$ cat src/rtl/alu_issue_stage.sv
// alu_issue_stage: the pipeline stage that feeds the ALU.
//
// It decodes a MIPS instruction beat (opcode/funct, rs/rt data, 16-bit
// immediate) into a 4-bit ALU op select and two N-bit operands. The result
// is held in a 2-entry skid buffer, so the stage runs at full throughput
// while in_ready_o comes straight from a flop.
//
// Ports:
//   clk_i, rst_ni            clock (rising edge), async active-low reset
//   in_valid_i / in_ready_o  upstream handshake
//   opcode_i, funct_i        MIPS primary opcode / funct (funct used when opcode==0)
//   rs_data_i, rt_data_i     source register values (N bits)
//   imm_i                    16-bit I-type immediate
//   out_valid_o/out_ready_i  downstream handshake
//   op_sel_o, op_a_o, op_b_o ALU op select and operands
//   illegal_o                issued beat carried an unsupported encoding
//
// Optional: define ALU_ISSUE_STATS_EN to add issued_cnt_o / illegal_cnt_o,
// two 32-bit wrapping transfer counters.
module alu_issue_stage #(
  parameter int unsigned N = 32
) (
  input  logic         clk_i,
  input  logic         rst_ni,
  input  logic         in_valid_i,
  output logic         in_ready_o,
  input  logic [5:0]   opcode_i,
  input  logic [5:0]   funct_i,
  input  logic [N-1:0] rs_data_i,
  input  logic [N-1:0] rt_data_i,
  input  logic [15:0]  imm_i,
  output logic         out_valid_o,
  input  logic         out_ready_i,
  output logic [3:0]   op_sel_o,
  output logic [N-1:0] op_a_o,
  output logic [N-1:0] op_b_o,
  output logic         illegal_o
`ifdef ALU_ISSUE_STATS_EN
  ,
  output logic [31:0]  issued_cnt_o,
  output logic [31:0]  illegal_cnt_o
`endif
);

  localparam logic [3:0] OP_SUM = 4'b0000;
  localparam logic [3:0] OP_SUB = 4'b0010;
  localparam logic [3:0] OP_AND = 4'b0100;
  localparam logic [3:0] OP_OR  = 4'b0101;
  localparam logic [3:0] OP_XOR = 4'b0110;
  localparam logic [3:0] OP_NOR = 4'b0111;
  localparam logic [3:0] OP_SLT = 4'b1010;

  typedef enum logic [1:0] {S_EMPTY, S_ONE, S_FULL} state_e;

  state_e state_q, state_d;
  logic   in_ready_q;
  logic   in_fire, out_fire;
  logic   load_main_in, load_main_skid, load_skid;

  // Decoded beat
  logic [3:0]   dec_sel;
  logic [N-1:0] dec_a, dec_b;
  logic         dec_ill;
  logic [N-1:0] imm_sext, imm_zext;

  // Buffer entries
  logic [3:0]   main_sel_q, skid_sel_q;
  logic [N-1:0] main_a_q, main_b_q, skid_a_q, skid_b_q;
  logic         main_ill_q, skid_ill_q;

  // Size casts keep this correct for N == 16, where a zero-count
  // replication would be illegal.
  assign imm_sext = N'($signed(imm_i));
  assign imm_zext = N'(imm_i);

  always_comb begin
    dec_sel = OP_SUM;
    dec_a   = rs_data_i;
    dec_b   = rt_data_i;
    dec_ill = 1'b0;
    unique case (opcode_i)
      6'h00: begin
        unique case (funct_i)
          6'h20, 6'h21: dec_sel = OP_SUM;
          6'h22, 6'h23: dec_sel = OP_SUB;
          6'h24:        dec_sel = OP_AND;
          6'h25:        dec_sel = OP_OR;
          6'h26:        dec_sel = OP_XOR;
          6'h27:        dec_sel = OP_NOR;
          6'h2A:        dec_sel = OP_SLT;
          default:      dec_ill = 1'b1;
        endcase
      end
      6'h08, 6'h09: begin dec_sel = OP_SUM; dec_b = imm_sext; end
      6'h0A:        begin dec_sel = OP_SLT; dec_b = imm_sext; end
      6'h0C:        begin dec_sel = OP_AND; dec_b = imm_zext; end
      6'h0D:        begin dec_sel = OP_OR;  dec_b = imm_zext; end
      6'h0E:        begin dec_sel = OP_XOR; dec_b = imm_zext; end
      default:      dec_ill = 1'b1;
    endcase
    // Illegal beats still issue, but with neutral operands.
    if (dec_ill) begin
      dec_sel = OP_SUM;
      dec_a   = '0;
      dec_b   = '0;
    end
  end

  assign in_ready_o  = in_ready_q;
  assign out_valid_o = (state_q != S_EMPTY);
  assign in_fire     = in_valid_i && in_ready_q;
  assign out_fire    = out_valid_o && out_ready_i;

  always_comb begin
    state_d        = state_q;
    load_main_in   = 1'b0;
    load_main_skid = 1'b0;
    load_skid      = 1'b0;
    unique case (state_q)
      S_EMPTY: begin
        if (in_fire) begin
          state_d      = S_ONE;
          load_main_in = 1'b1;
        end
      end
      S_ONE: begin
        if (in_fire && out_fire) begin
          load_main_in = 1'b1;
        end else if (in_fire) begin
          state_d   = S_FULL;
          load_skid = 1'b1;
        end else if (out_fire) begin
          state_d = S_EMPTY;
        end
      end
      S_FULL: begin
        if (out_fire) begin
          state_d        = S_ONE;
          load_main_skid = 1'b1;
        end
      end
      default: state_d = S_EMPTY;
    endcase
  end

  // in_ready is registered from the next state so it never depends
  // combinationally on out_ready_i.
  always_ff @(posedge clk_i or negedge rst_ni) begin
    if (!rst_ni) begin
      state_q    <= S_EMPTY;
      in_ready_q <= 1'b1;
    end else begin
      state_q    <= state_d;
      in_ready_q <= (state_d != S_FULL);
    end
  end

  always_ff @(posedge clk_i or negedge rst_ni) begin
    if (!rst_ni) begin
      main_sel_q <= '0;
      main_a_q   <= '0;
      main_b_q   <= '0;
      main_ill_q <= 1'b0;
      skid_sel_q <= '0;
      skid_a_q   <= '0;
      skid_b_q   <= '0;
      skid_ill_q <= 1'b0;
    end else begin
      if (load_main_in) begin
        main_sel_q <= dec_sel;
        main_a_q   <= dec_a;
        main_b_q   <= dec_b;
        main_ill_q <= dec_ill;
      end else if (load_main_skid) begin
        main_sel_q <= skid_sel_q;
        main_a_q   <= skid_a_q;
        main_b_q   <= skid_b_q;
        main_ill_q <= skid_ill_q;
      end
      if (load_skid) begin
        skid_sel_q <= dec_sel;
        skid_a_q   <= dec_a;
        skid_b_q   <= dec_b;
        skid_ill_q <= dec_ill;
      end
    end
  end

  assign op_sel_o  = main_sel_q;
  assign op_a_o    = main_a_q;
  assign op_b_o    = main_b_q;
  assign illegal_o = main_ill_q;

`ifdef ALU_ISSUE_STATS_EN
  always_ff @(posedge clk_i or negedge rst_ni) begin
    if (!rst_ni) begin
      issued_cnt_o  <= '0;
      illegal_cnt_o <= '0;
    end else if (out_fire) begin
      issued_cnt_o <= issued_cnt_o + 32'd1;
      if (main_ill_q) illegal_cnt_o <= illegal_cnt_o + 32'd1;
    end
  end
`endif

endmodule

$ cat config.mk
export PLATFORM = sky130hd
export DESIGN_NAME = alu_issue_stage
export DESIGN_NICKNAME = d
export VERILOG_FILES = /design/src/rtl/alu_issue_stage.sv
export SDC_FILE = /design/constraint.sdc
export NUM_CORES = 1
export LEC_CHECK = 0
export ABC_AREA = 1
export CAP_MARGIN = 20
export CORE_MARGIN = 5
export CORE_UTILIZATION = 35
export CTS_BUF_LIST = sky130_fd_sc_hd__clkbuf_4
export DETAILED_ROUTE_END_ITERATION = 8
export GPL_ROUTABILITY_DRIVEN = 1
export MAX_ROUTING_LAYER = met4
export PLACE_DENSITY = 0.65
export SETUP_SLACK_MARGIN = 0.3
export SLEW_MARGIN = 20
export SYNTH_ARGS = -nofsm -noshare
export SYNTH_HDL_FRONTEND = slang
export SYNTH_SLANG_ARGS = --single-unit
$ cat constraint.sdc
create_clock -name clk_i -period 1.9 [get_ports clk_i]
set_input_delay 0.38 -clock clk_i [delete_from_list [all_inputs] [get_ports clk_i]]
set_output_delay 0.38 -clock clk_i [all_outputs]
set_load 0.005 [all_outputs]
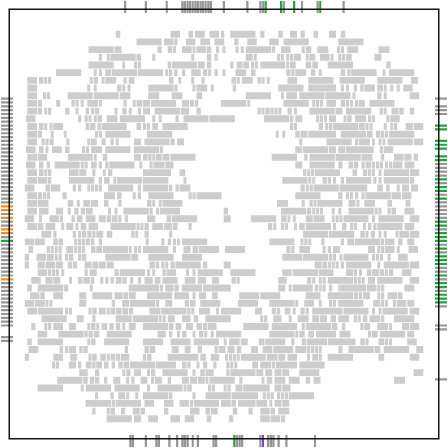
(images/io_placement.png)
Pins as bars across the die edge, other pins in grey.
| port | colour | pins | direction | edge |
|---|---|---|---|---|
| in_valid_i | purple | 1 | input | bottom |
| rs_data_i | green | 32 | input | 26 right, 4 top, 1 bottom, 1 left |
| opcode_i | orange | 6 | input | left |
all pins by edge: 62 left, 52 right, 27 top, 26 bottom
input/output buffers: 166
DIE HEIGHT: 151.4 um
Die W: 151.4 um

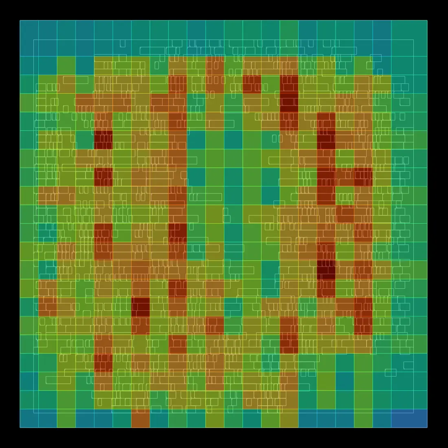
(images/congestion.png)
GRT met3 Usage: 0.04069
met1 Usage GRT: 0.2615
gr busiest metal: met2
drt wl/cell: 14.92 um

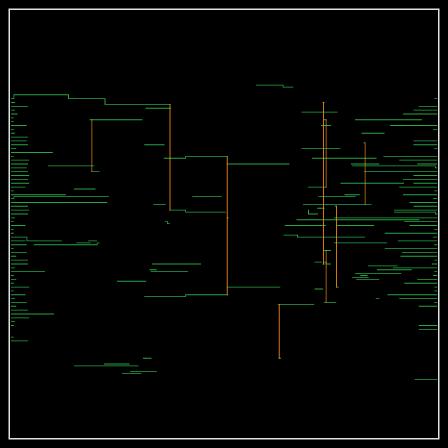
(images/wires.png)
Only two layers are drawn.
| layer | colour | wire length |
|---|---|---|
| metal 4 | orange | 273 um |
| metal 3 | green | 1580 um |
GR Util All Layers: 0.1899
Final Routed Wirelength: 22210 um
Vias: 7089

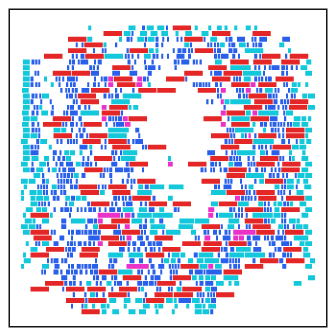
(images/placement_by_type.png)
| class | colour | cells | share of their area |
|---|---|---|---|
| other buffers and delay cells | cyan | 295 | 29% |
| flops | red | 141 | 34% |
| combinational and other logic | blue | 755 | 34% |
| clock drivers and dummy loads | magenta | 32 | 2.9% |
Core Util, Final: 0.5531
flop share of the area: 0.3259
final instance area: 10840 um2

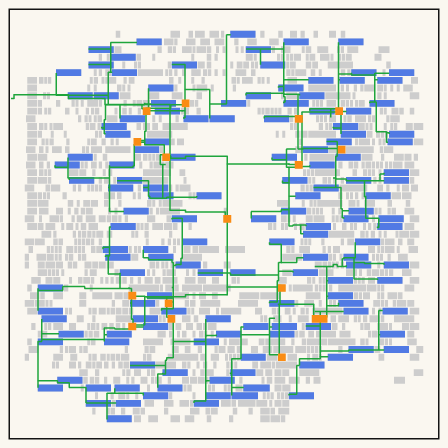
(images/clk_routes.png)
[clock drivers] orange | count: 17
[flip-flops] blue | count: 141
[clock wires] green | length: 1850 um
flops lie: widely spread

==> notes.md <==
run metrics: status completed, Clock power frac 0.158, vias in the first global route 6835, reg2reg start in_ready_o$_DFF_PN1_, dominant logic cell type in the layout nand2_1, Top logic family simple AND/OR/NAND/NOR gates, Post-synth area hogs dfrtp_1 (50%), nand2_1 (22%), nor2_1 (6.4%), routing usage on met2 0.2910, Reg2Reg Depth 10, Routed Antenna Nets 0, DRC 0, chip area approximately 23000 um2, Via density ~4.8, Post-DP HPWL 13140 um, Crit path required time about 2.4 ns, P_int roughly 8.4 mW, Crit Path Class flop to flop, crit path launch in_ready_o$_DFF_PN1_, LEAKAGE about 5.3 nW, Worst Hold Slack ~0.37 ns, Resize count post-CTS 240, Inst Count DP about 1.4k, top cell type by total area after synthesis dfrtp_1, Fill cells about 1.9k, Area Overhead vs Synth 54.92%, Clk. pwr approximately 2.1 mW, fa+ha+maj area frac 0, Yosys warning total 0, Initial Utilization 0.3570, FF+latch area between 3000 and 4000 um2, core area 19590 um2, final cell count without fillers between 1k and 1.5k, Worst Tran Pin Value 0.4898 ns, Remaining Overflow, GRT 0, Worst Hold Class input pin to asynchronous set/reset pin, Synthesized registers approximately 140, Comb group ~6.7 mW, clock tree root buffer cell clkbuf_4, Iter 0 DRT Violations 469, OpenROAD warnings 28, GP Congestion about 0.83, syn nets 1051, Mapped Area ~7000 um2, power of the sequential group 4.51 mW, Design Power roughly 13 mW, Yosys cell types 27, crit path max fanout 8, largest net degree at the start of global routing roughly 64, met2 wire len between 10000 and 15000 um, Slew headroom 0.6735, CP startpoint kind flop, Comb power frac 0.502, Simple-Gate Area Share 0.3503, Routed met3 length 1582 um, pre-CTS setup slack -0.1800 ns, Ports between 150 and 200, RSZ-0062 raised after global routing yes, area fraction in mux cells 0, CTS clk-pin slew, worst paths between 0.1 and 0.15 ns, Synth Seq Share 0.5047, Tcrit/Tclk final 0.8850, most common logic cells in the final layout nand2_1 (395), dfrtp_1 (139), clkdlybuf4s50_1 (94), maximum vdd ir drop roughly 500 uV, first-pass GRT wire length 33970 um, postcts setup bufs 35, Sw Share 0.3693, final slew viol count 0, Async SR Flop Fraction 1.000, Syn Inst Count about 960, Worst EP arrival 2.17 ns, Max Cap Viol 0, sequential share of power 0.340, max frequency 594.7 MHz, synthesis area per yosys around 7000 um2, total CTS buffers 17, Combinational Area roughly 3400 um2, top layer in use met4, Max power group combinational logic, P_sw 4.902 mW, main flop type after synthesis dfrtp_1, Hold Vio Cnt, Final 0, Critical R2R Capture op_b_o[19]$_DFFE_PN0P_, CTS tree built, Setup Skew roughly 0.025 ns, Clock Sinks 141, WL met1 around 10000 um, crit end category flop, syn avg cell area roughly 7.3 um2, Post-Synth AOI/OAI Area 0.08193, nets@finish around 1.3k, DRT Pass-1 Iters 5, Placement Rows ~50, diode count 0, CTS Buffer Depth 2, XOR/XNOR Fraction of Synth Area 0, Final Setup Violations 0, Tmin final roughly 1.7 ns
-- cell usage after synthesis (4+ instances only) --
library cell	number
inv_1	37
dfrtp_1	140
a21oi_1	17
nand3b_1	16
o21ai_0	62
nand3_1	28
nand2_1	413
clkbuf_1	32
nor2_1	120
o21ai_1	26
buf_6	4
nand4_1	16
buf_2	17
-- critical path, cell delays in order (launching register included) --
cell     delay (ns)
dfstp_2        0.55
buf_6          0.10
nand3_4        0.08
nor2_4         0.15
a31oi_4        0.05
buf_12         0.15
buf_12         0.15
buf_12         0.14
a21oi_1        0.13
nand2_1        0.08
nand2_1        0.06
-- final cells by class --
type / count / area share
inverter: 41 / 0.01536
clock buffer: 19 / 0.01316
timing repair buffer: 295 / 0.2814
multi-input combinational: 714 / 0.3184
tap: 265 / 0.03060
sequential: 141 / 0.3259
clock inverter: 13 / 0.01524
Power is estimated from default activity; no workload was simulated.
